run_1/clock_nets.png
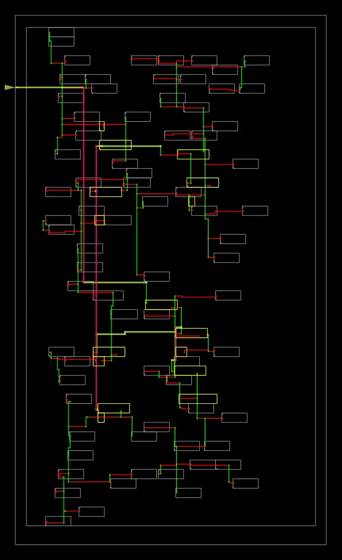
run_1/util_map.png
Scale: 2 px per micron. 9 x 15 tiles, from dark purple (low) to yellow (high), 0 to 100% covered.
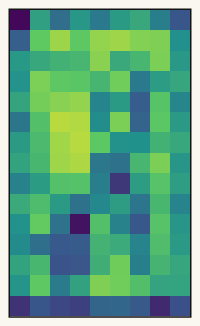
run_1/ff_map.png
Scale: 3 px per micron. Other sequential cells in the stronger gray, the rest of the logic in the fainter gray.
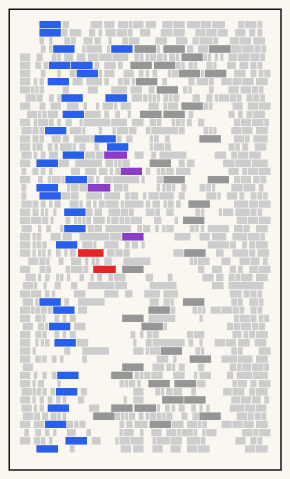
run_1/gates.png
Scale: 4 px per micron.
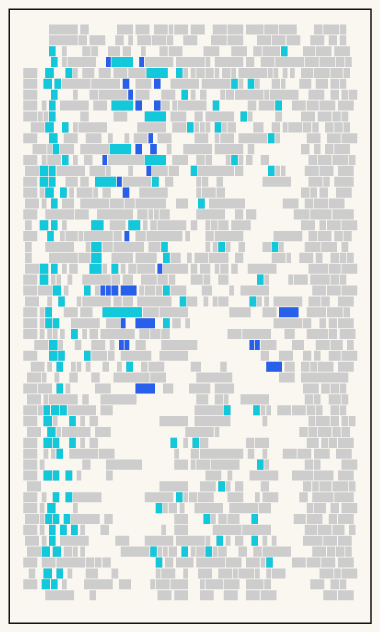
--- src/rtl/mem_arb_pkg.sv ---
// Shared types for the IF/LS unified memory port arbiter.
// Struct widths mirror the default top-level parameters.
package mem_arb_pkg;

    localparam int ADDR_W = 32;
    localparam int DATA_W = 32;
    localparam int STRB_W = DATA_W / 8;

    typedef enum logic [1:0] {
        IDLE = 2'd0,
        REQ  = 2'd1,
        RESP = 2'd2
    } arb_state_e;

    typedef enum logic {
        OWN_IF = 1'b0,
        OWN_LS = 1'b1
    } owner_e;

    typedef struct packed {
        logic              we;
        logic [ADDR_W-1:0] addr;
        logic [DATA_W-1:0] wdata;
        logic [STRB_W-1:0] wstrb;
    } mem_req_t;

endpackage

--- src/rtl/mem_arbiter_prio_pick.sv ---
// Fixed LS-over-IF priority pick; a starved fetch overrides data priority.
module arb_prio_pick (
    input  logic if_req,
    input  logic ls_req,
    input  logic starved,
    output logic if_pick,
    output logic ls_pick
);

    always_comb begin
        if_pick = 1'b0;
        ls_pick = 1'b0;
        if (ls_req && !(if_req && starved)) begin
            ls_pick = 1'b1;
        end else if (if_req) begin
            if_pick = 1'b1;
        end
    end

endmodule

--- src/rtl/mem_arbiter.sv ---
// Arbitrates IF and LS onto one memory port, one transaction in flight,
// LS priority with a consecutive-grant limit that guarantees fetch progress.
module mem_arbiter
    import mem_arb_pkg::*;
#(
    parameter int AddrWidth     = 32,
    parameter int DataWidth     = 32,
    parameter int MaxDataGrants = 4
) (
    input  logic                   clk,
    input  logic                   reset,
    input  logic                   if_req,
    input  logic [AddrWidth-1:0]   if_addr,
    output logic                   if_gnt,
    output logic                   if_rvalid,
    output logic [DataWidth-1:0]   if_rdata,
    input  logic                   ls_req,
    input  logic                   ls_we,
    input  logic [AddrWidth-1:0]   ls_addr,
    input  logic [DataWidth-1:0]   ls_wdata,
    input  logic [DataWidth/8-1:0] ls_wstrb,
    output logic                   ls_gnt,
    output logic                   ls_rvalid,
    output logic [DataWidth-1:0]   ls_rdata,
    output logic                   mem_req,
    output logic                   mem_we,
    output logic [AddrWidth-1:0]   mem_addr,
    output logic [DataWidth-1:0]   mem_wdata,
    output logic [DataWidth/8-1:0] mem_wstrb,
    input  logic                   mem_gnt,
    input  logic                   mem_rvalid,
    input  logic [DataWidth-1:0]   mem_rdata
);

    localparam int StrbWidth = DataWidth / 8;

    arb_state_e           state_q, state_d;
    owner_e               owner_q;
    logic [3:0]           starve_cnt_q;
    logic                 lat_we_q;
    logic [AddrWidth-1:0] lat_addr_q;
    logic [DataWidth-1:0] lat_wdata_q;
    logic [StrbWidth-1:0] lat_wstrb_q;

    logic starved;
    logic pick_if;
    logic pick_ls;

    assign starved = (starve_cnt_q == 4'(MaxDataGrants));

    arb_prio_pick u_pick (
        .if_req  (if_req),
        .ls_req  (ls_req),
        .starved (starved),
        .if_pick (pick_if),
        .ls_pick (pick_ls)
    );

    always_comb begin
        state_d   = state_q;
        if_gnt    = 1'b0;
        ls_gnt    = 1'b0;
        if_rvalid = 1'b0;
        ls_rvalid = 1'b0;
        if_rdata  = '0;
        ls_rdata  = '0;
        mem_req   = 1'b0;
        mem_we    = 1'b0;
        mem_addr  = '0;
        mem_wdata = '0;
        mem_wstrb = '0;
        case (state_q)
            IDLE: begin
                if_gnt = pick_if;
                ls_gnt = pick_ls;
                if (pick_if || pick_ls) begin
                    state_d = REQ;
                end
            end
            REQ: begin
                mem_req   = 1'b1;
                mem_we    = lat_we_q;
                mem_addr  = lat_addr_q;
                mem_wdata = lat_wdata_q;
                mem_wstrb = lat_wstrb_q;
                if (mem_gnt) begin
                    state_d = RESP;
                end
            end
            RESP: begin
                if (mem_rvalid) begin
                    state_d = IDLE;
                    if (owner_q == OWN_IF) begin
                        if_rvalid = 1'b1;
                        if_rdata  = mem_rdata;
                    end else begin
                        ls_rvalid = 1'b1;
                        // Stores are acknowledged with zero data
                        ls_rdata  = lat_we_q ? '0 : mem_rdata;
                    end
                end
            end
            default: state_d = IDLE;
        endcase
    end

    always_ff @(posedge clk) begin
        if (reset) begin
            state_q      <= IDLE;
            owner_q      <= OWN_IF;
            starve_cnt_q <= '0;
            lat_we_q     <= 1'b0;
            lat_addr_q   <= '0;
            lat_wdata_q  <= '0;
            lat_wstrb_q  <= '0;
        end else begin
            state_q <= state_d;
            if (if_gnt) begin
                owner_q      <= OWN_IF;
                lat_we_q     <= 1'b0;
                lat_addr_q   <= if_addr;
                lat_wdata_q  <= '0;
                lat_wstrb_q  <= '0;
                starve_cnt_q <= '0;
            end else if (ls_gnt) begin
                owner_q     <= OWN_LS;
                lat_we_q    <= ls_we;
                lat_addr_q  <= ls_addr;
                lat_wdata_q <= ls_wdata;
                lat_wstrb_q <= ls_wstrb;
                // Only LS grants that bypass a waiting fetch count toward starvation
                if (if_req) begin
                    if (!starved) begin
                        starve_cnt_q <= starve_cnt_q + 4'd1;
                    end
                end else begin
                    starve_cnt_q <= '0;
                end
            end
        end
    end

endmodule

--- config.mk ---
export PLATFORM = sky130hd
export DESIGN_NAME = mem_arbiter
export DESIGN_NICKNAME = d
export VERILOG_FILES = /design/src/rtl/mem_arb_pkg.sv /design/src/rtl/mem_arbiter_prio_pick.sv /design/src/rtl/mem_arbiter.sv
export SDC_FILE = /design/constraint.sdc
export NUM_CORES = 1
export LEC_CHECK = 0
export CORE_ASPECT_RATIO = 1.75
export CORE_MARGIN = 3
export CORE_UTILIZATION = 33
export CTS_CLUSTER_DIAMETER = 100
export DETAILED_ROUTE_END_ITERATION = 6
export GPL_TIMING_DRIVEN = 0
export HOLD_SLACK_MARGIN = 0.08
export PLACE_DENSITY = 0.79
export SYNTH_ARGS = -nofsm -noshare
export SYNTH_HDL_FRONTEND = slang
export SYNTH_SLANG_ARGS = --single-unit
export TNS_END_PERCENT = 20
--- constraint.sdc ---
create_clock -name clk -period 2.3 [get_ports clk]
set_input_delay 0.69 -clock clk [delete_from_list [all_inputs] [get_ports clk]]
set_output_delay 0.69 -clock clk [all_outputs]
set_load 0.005 [all_outputs]
==> reports/results.txt, run 1 <==
buffer and inverter count on the worst path: 6
top_reg_cell synth: dfxtp_1
number of non-clock buffers: 370
Post-Syn Area: 4080 sq um
flop-to-flop setup slack: 0.09 ns
Die Wd: 90.1 microns
GRT busiest layer: met2
Max H-tree Level: 3
remaining antenna violation count: 0
top-count cell post-synth: and2_1
pre-CTS WS: -1.31 ns
final setup fails: 66
Crit path top cell by count: buf_6
# IOs: 277
DR iter-0 viols: 143
Crit path depth: 9
Post-synth EDFFs: 0
Hold Fails Final Rpt: 0
slowest CP cell: and3_4
Tool Warnings: 29
end of the critical path: ls_rdata[4]
maximum number of pins on one net before global-route repair: 14
met1 Use GR: 0.204
GRT Util Overall: 0.239
met1 wire length: 5.25 mm
Crit path arrival time: 1.84 ns
layout net count: 1038
Setup WS post-layout: -0.233 ns
hold path depth: 2
area leader, netlist: dfxtp_1
CP Launch Type: input port
# DRC: 0
Synth top cells by count: and2_1 (134), nand2_1 (126), dfxtp_1 (76)
num rows: 53
Non-Clock Buffer Area Fraction: 0.428
layout cells sized above 1: 0.287
Synth-to-Final Area Change: 94.3%
register area share after synthesis: 0.373
Area leader share: 0.373
RR Startpoint: starve_cnt_q[0]
Avg Cell Area, Syn: 7.25 sq um
peak supply drop: 370 uV
met2 wire length: 9.68 mm
min-delay src: lat_addr_q[4]
root buffer cell: clkbuf_16
warnings from Yosys: 0
post-DP HPWL: 13.1 mm
met2 Use GR: 0.486
M3 GR Usage: 0.0832
Slew headroom: 0.412
PortBufs: 276
WL met3: 1.63 mm
Post-CTS Hold Buffers: 0
failing checks: negative setup slack
number of library cell types mapped by synthesis: 29
status: finished, violations left
tap cells: 165
setup TNS: -5.82 ns
ant diodes: 2
DR vias: 5063
About clock_nets.png:
clk_buf instances: 10
Clock net power: 1.41 mW
Latency at later pin: 0.33 ns
Setup Skew: 0.00877 ns
Flops: 76

About util_map.png:
mean over tiles: 56%
tiles over 75% full: 19%
fullest tile: 89%
core area: 12100 sq um
fp util: 0.338
Final Util: 0.657

About ff_map.png:
legend:
  blue:
    signal: lat_addr_q
    sequential_cells: 32
    where: a vertical strip on the left
  red:
    signal: state_q
    sequential_cells: 2
  purple:
    signal: starve_cnt_q
    sequential_cells: 4
Seq. cell area: 1530 sq um
Seq/total area: 0.193

About gates.png:
legend:
  cyan:
    family: aoi and oai cells
    cells: 126
  blue:
    family: nor cells
    cells: 29
Comb/total area: 0.309
Top cell excl fill/tap: clkdlybuf4s50_1
fin cells: 1069

-- run 1: flip-flops by register name, summed over array words and instances, names as in the netlist --
signal / flops
state_q: 2
owner_q: 1
starve_cnt_q: 4
lat_wdata_q: 32
lat_addr_q: 32
lat_wstrb_q: 4
lat_we_q: 1
-- run 1: power breakdown --
part | total, mW | switching, mW | internal, mW
Sequential | 1.46 | 0.0468 | 1.42
Clock | 1.41 | 0.571 | 0.841
Combinational | 0.888 | 0.389 | 0.499
Total | 3.76 | 1.01 | 2.76
-- run 1: logic make-up after synthesis --
logic type	Yosys count	synth area share
and+or+nand+nor	299	0.370
adders and majority gates	2	0.00613
AOI/OAI and AO/OA	127	0.191
DFF	76	0.373
buffers and inverters	59	0.0604
==> run 2: changes to the inputs <==
- ABC_AREA: not set -> 1
- PLACE_DENSITY: 0.79 -> 0.77
run_2/ff_map.png
Scale: 3 px per micron. Other sequential cells in the stronger gray, the rest of the logic in the fainter gray.
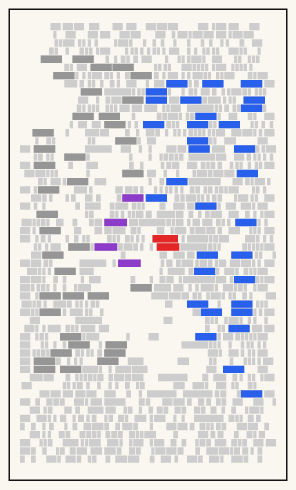
legend:
  purple:
    signal: starve_cnt_q
    sequential_cells: 4
    where: center
  red:
    signal: state_q
    sequential_cells: 2
  blue:
    signal: lat_addr_q
    sequential_cells: 32
not colored: 38
Seq. cell area: 1530 sq um
seq pwr: 1.49 mW

run_2/clock_nets.png
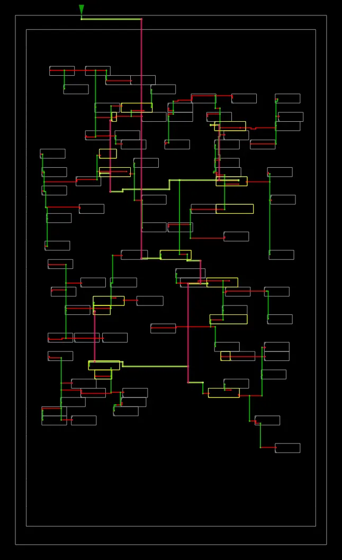
Latency at later pin: 0.34 ns
Setup Skew: 0.00680 ns
# clock sinks: 76
clock buffers created by TritonCTS: 9
Clock net power: 1.57 mW

==> run 2 against run 1 <==
Against the previous run: the flow still finishes with violations (negative setup slack); clock skew fell by 0.0020 ns; critical path depth unchanged; first-iteration DRC count rose by 12%; worst hold slack gained 0.020 ns; combinational power grew 28%; sequential power is essentially flat; sequential share of layout area grew 0.065 points; wire length hardly changed; synthesized cell count is 31% higher; sequential cell count is the same; register-to-register slack better by 0.43 ns; critical path type is now register to output port; highest routed layer unchanged.
==> reports/results.txt, run 2 <==
setup TNS: -4.30 ns
final-report max-slew violation count: 0
# DRC: 0
met1 wire length: 6.63 mm
P per Cell Area: 531 nW/um^2
Sw Pwr: 1.17 mW
Main power group: the clock network
#FFs+latches synth: 76
Crit path arrival time: 1.76 ns
Final GP Congestion: 0.857
Hold Fails Final Rpt: 0
Overall Power: 4.20 mW
mi-comb count: 467
Avg Cell Area, Syn: 5.81 sq um
Synth top cells by count: nand2_1 (221), inv_1 (150), nor2_1 (138)
status: finished, violations left
Design Area, Final: 7910 sq um
Post-synth EDFFs: 0
sw frac: 0.278
register area share after synthesis: 0.356
CP Launch Type: register
adder-cell share of the synthesized area: 0.00586
AO/OA Area Share: 0.0937
tap cells: 168
core area: 12600 sq um
post-synthesis instance total: 735
layout cells sized above 1: 0.200
warnings from Yosys: 0
Non-Clock Buffer Area Fraction: 0.386
Seq/total area: 0.194
area leader, netlist: dfxtp_1
Synth async-reset ratio: 0
WHS: 0.462 ns
comb pwr: 1.14 mW
num rows: 54
DR vias: 5343
Setup WS post-layout: -0.152 ns
logic area: 2200 sq um
final period utilization: 1.07
ant diodes: 0
vias in the first global route: 5119
biggest area cells: dfxtp_1 (36%), nand2_1 (19%), inv_1 (13%)
fin cells: 1216
Sequential Power Share: 0.355
# IOs: 277
combinational group share of total power: 0.271
met2 Use GR: 0.423
Post CTS Setup Buffer Count: 16
post-DP HPWL: 12.9 mm
area fraction in xor and xnor cells: 0.00205
layout net count: 1184
maximum number of pins on one net before global-route repair: 13
met2 wire length: 8.95 mm
Post-Syn Area: 4270 sq um
Flops: 76
Synth mux share: 0
comb area leader: simple AND/OR/NAND/NOR gates
Detailed Routing Iterations Pass 1: 7
Pint: 3.03 mW
failing checks: negative setup slack
CTS clk-pin slew, worst paths: 0.05 ns
pre-CTS WS: -1.00 ns
Top cell excl fill/tap: nand2_1
root buffer cell: clkbuf_16
peak supply drop: 379 uV
Die Wd: 92.0 microns
PortBufs: 276
number of library cell types mapped by synthesis: 22
Final Util: 0.629
Synth-to-Final Area Change: 85.1%
Critical Path Fanout Max: 5
Synth Area in Simple Gates: 0.354
Area leader share: 0.356
Max H-tree Level: 3
first-pass GRT wire length: 26.2 mm
fp util: 0.340
CP max stage delay: 0.35 ns
WL met3: 1.08 mm
remaining antenna violation count: 0
buffer and inverter count on the worst path: 5
top_reg_cell synth: dfxtp_1
GRT Util Overall: 0.231
number of non-clock buffers: 338
Post-CTS Hold Buffers: 0
DR iter-0 viols: 160
Clock power frac: 0.375
top-count cell post-synth: nand2_1
final setup fails: 78
Comb/total area: 0.278
Slew headroom: 0.571
slowest CP cell: dfxtp_2
largest registers: lat_addr_q: 32 flops, lat_wdata_q: 32 flops
Tightest Pin Transition: 0.637 ns
largest buffer count on any clock path: 2
GRT busiest layer: met2
M3 GR Usage: 0.0476
most common logic cells in the final layout: nand2_1 (218), clkdlybuf4s50_1 (182), inv_1 (144)
Tool Warnings: 29
met1 Use GR: 0.262
clk_buf instances: 13
vias per inst: 4.39
run 2: cell count changes in the layout (fill, tap and decap cells not counted), moves of 13 or more:
cell / delta
and2_1: -110
nand3_1: +16
a31oi_1: -23
nand2_1: +93
o21ai_0: -22
nor2_4: +13
nor2_2: +34
buf_6: -25
inv_1: +135
nor2_1: +73
clkdlybuf4s50_1: +47
clkdlybuf4s15_2: -37
and2_4: -24
buf_2: +14
run 2: path summary, 6_finish.rpt:
path / depth (start not counted) / end / start / slack [ns]
max: 9 / ls_rdata[22] / state_q[1] / -0.15
min: 2 / lat_we_q / lat_we_q / 0.46
max reg2reg: 12 / lat_wdata_q[6] / starve_cnt_q[0] / 0.52
min reg2reg: 2 / lat_we_q / lat_we_q / 0.46
Power figures rest on the tool's default switching activity, not on a simulated workload.
